==> config.mk <==
export PLATFORM = sky130hd
export DESIGN_NAME = button_event_decoder
export DESIGN_NICKNAME = d
export VERILOG_FILES = /design/src/rtl/button_event_decoder.sv
export SDC_FILE = /design/constraint.sdc
export NUM_CORES = 1
export LEC_CHECK = 0
export ABC_AREA = 1
export CORE_AREA = 2 2 39 41
export CTS_CLUSTER_SIZE = 24
export DETAILED_ROUTE_END_ITERATION = 7
export DIE_AREA = 0 0 41 43
export SETUP_SLACK_MARGIN = 0.05
export SLEW_MARGIN = 10
export SYNTH_ARGS = -nofsm -noshare
export SYNTH_HDL_FRONTEND = slang
export SYNTH_SLANG_ARGS = --single-unit
==> constraint.sdc <==
create_clock -name clk -period 0.8 [get_ports clk]
set_input_delay 0.16 -clock clk [delete_from_list [all_inputs] [get_ports clk]]
set_output_delay 0.16 -clock clk [all_outputs]
set_load 0.005 [all_outputs]
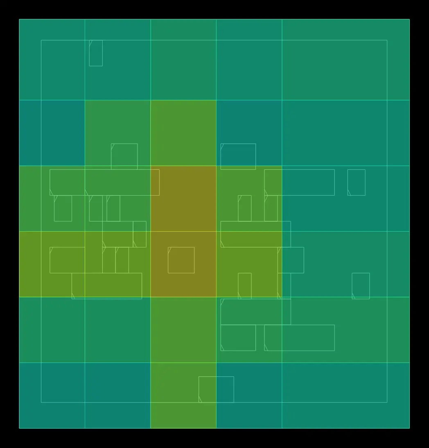
Fig. 1. Routing congestion map.
Final Util: 19.9%
met3 Usage GRT: 7.85%
fraction of met2 tracks used by global routing: 5.63%
average wire length per cell after detail routing: 6.30 um

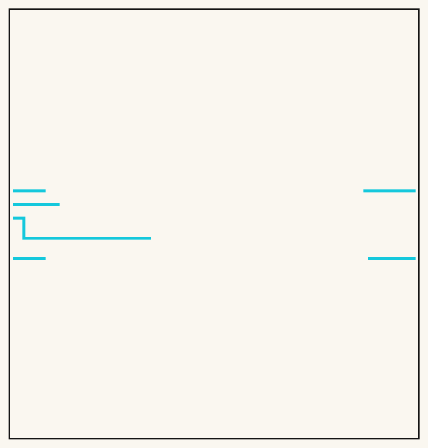
Fig. 2. Signal wires on met3.
- wire length on this layer: 35.4 um
- share of all routed wire: 13%
- main direction: horizontal
- nets with wire on the layer: 6
count of vias placed by the detailed router: 131
Detailed Route WL: 277 um

==> results.txt <==
Reports from this run.

- The run finished, with violations left.
- The checks that failed: setup timing.
- The data arrival at the endpoint of the critical path reads 0.67 ns.
- The instance tally after logic synthesis reads 18.
- The dominant cell by count in the synthesized netlist reads sky130_fd_sc_hd__dfxtp_1.
- A synthesized cell averages 9.66 um^2.
- The depth of the worst register-to-register path reads 3.
- The clock slew at the register clock pins of the worst setup and hold paths reads 0.05 ns.
- The post-route non-filler standard cell count reads 44.
- The number of stages on the worst setup path reads 1.
- Across all hold checks on the routed design, the worst slack comes to 0.378 ns.
- The hold path depth is 1.
- The net count of the mapped netlist reads 24.
- Looking at the cell usage after synthesis, the top flip-flop cell is sky130_fd_sc_hd__dfxtp_1.
- The combinational cell fraction of total power reads 7.3%.
- The first-pass iteration count of the detailed router is 1.
- For reference, XOR and XNOR gates occupy 0% of the area reported after synthesis.
- The kind of end point of the critical path is an output port.
- The top cell types in the final layout, fill and taps aside, are sky130_fd_sc_hd__clkdlybuf4s50_1, sky130_fd_sc_hd__dfxtp_1, sky130_fd_sc_hd__nand2_1.
- The share of the clock period used by the worst path after layout is 104%.
- The simple-gate portion of the synthesized area reads 12.9%.
- The family with the most delay on the worst path is flip-flops.
- The main area contributors are sky130_fd_sc_hd__dfxtp_1, sky130_fd_sc_hd__nand2_1, sky130_fd_sc_hd__inv_1, sky130_fd_sc_hd__a21oi_2, sky130_fd_sc_hd__buf_4.
- The count of distinct cell types in the synthesized netlist reads 7.
- The number of buffers added on ports is 8.
- The leakage component of the power is 0.000131 uW.
- The adder-cell area share of the yosys netlist reads 0%.
- The top-level port count reads 10.
- The power report attributes to the sequential group a share of 49.5%.
- In this run the number of H-tree levels came out at 1.
- The power density over cell area reads 2340 mW/mm^2.
- The smallest setup slack after layout is -0.0295 ns.
- Per the layout report, the design carries 8 non-clock buffers.
- The number of rows in the core area reads 14.
- Counting the warning lines in the Yosys log gives 0.
- Multi-input combinational cells in the finished layout were counted as 8.
- The time the final worst path needs with I/O delays and setup reads 0.829 ns.
- Post-CTS repair ended up resizing 13 cells.
- The final-layout clock buffer total reads 3.
- The number of diodes reads 0.
- The clock network latency to the later pin of the worst-skew pair reads 0.24 ns.
- Global route summary, busiest routing layer listed as met3.
- The area enclosed by the die boundary is 0.00176 mm^2.
- The layout report lists the non-clock buffer share of cell area as 23.6%.
- Counting flops with a built-in enable in the synthesized netlist gives 0.
- In the Yosys report, the sequential cells make up 69.1% of the chip area.
- The final weighted congestion in routability-driven placement reads 0.518.
- The height of the chip reads 43 um.
- The first routing iteration left 0 violations.
- The post-place setup slack is -0.157 ns.
- The number of cell instances after yosys synthesis is 18.
- The clock network power is 278 uW.
- The kind of start point of the critical path reads a register.
- The delay of the slowest critical-path stage reads 0.31 ns.
- Across the placement rows, the number of tap cells is 16.
- Registers take 121 um^2.
- The wire length on met2 is 136 um.
- According to the floorplan report, the die width is 41 um.
- The number of warnings the tools reported reads 28.
- The layout has 165 filler cells.
- The highest supply drop recorded on VDD is 0.000650 V.
- The biggest area contributor in the post-synthesis netlist is sky130_fd_sc_hd__dfxtp_1.
- The power of the sequential group is 319 uW.
- Setup repair after global routing could not meet its margin everywhere.
- In this run the power spent charging and discharging nets is 128 uW.
- The dominant power group reads sequential cells.
- The initial antenna violation count reads 0.
- The post-synth area from yosys stat reads 174 um^2.
- The cell total after placement reads 41.
- The multi-input gate share of total cell area reads 12.7%.
- The global routing met1 resource utilization is 3.88%.
- The length of routed met3 wiring is 35 um.
- In the synthesized netlist, the cells that appear most often are sky130_fd_sc_hd__dfxtp_1, sky130_fd_sc_hd__nand2_1, sky130_fd_sc_hd__inv_1.
- The final timing report counts setup violations totalling 1.
- The number of nets at the end of the flow reads 36.
- The TritonCTS clock tree reads yes.
- The maximum number of pins on one net before global-route repair is 4.
- The finished layout cell area reads 275 um^2.
- The count of buffering cells on the critical path with inverters included is 1.
- The worst-path maximum fanout reads 2.
- The critical-path cell with the highest stage delay is sky130_fd_sc_hd__dfxtp_2.
- For this run, the top clock speed supported by timing is 1210 MHz.
- The internal cell power reads 516 uW.
Power figures rest on the tool's default switching activity, not on a simulated workload.
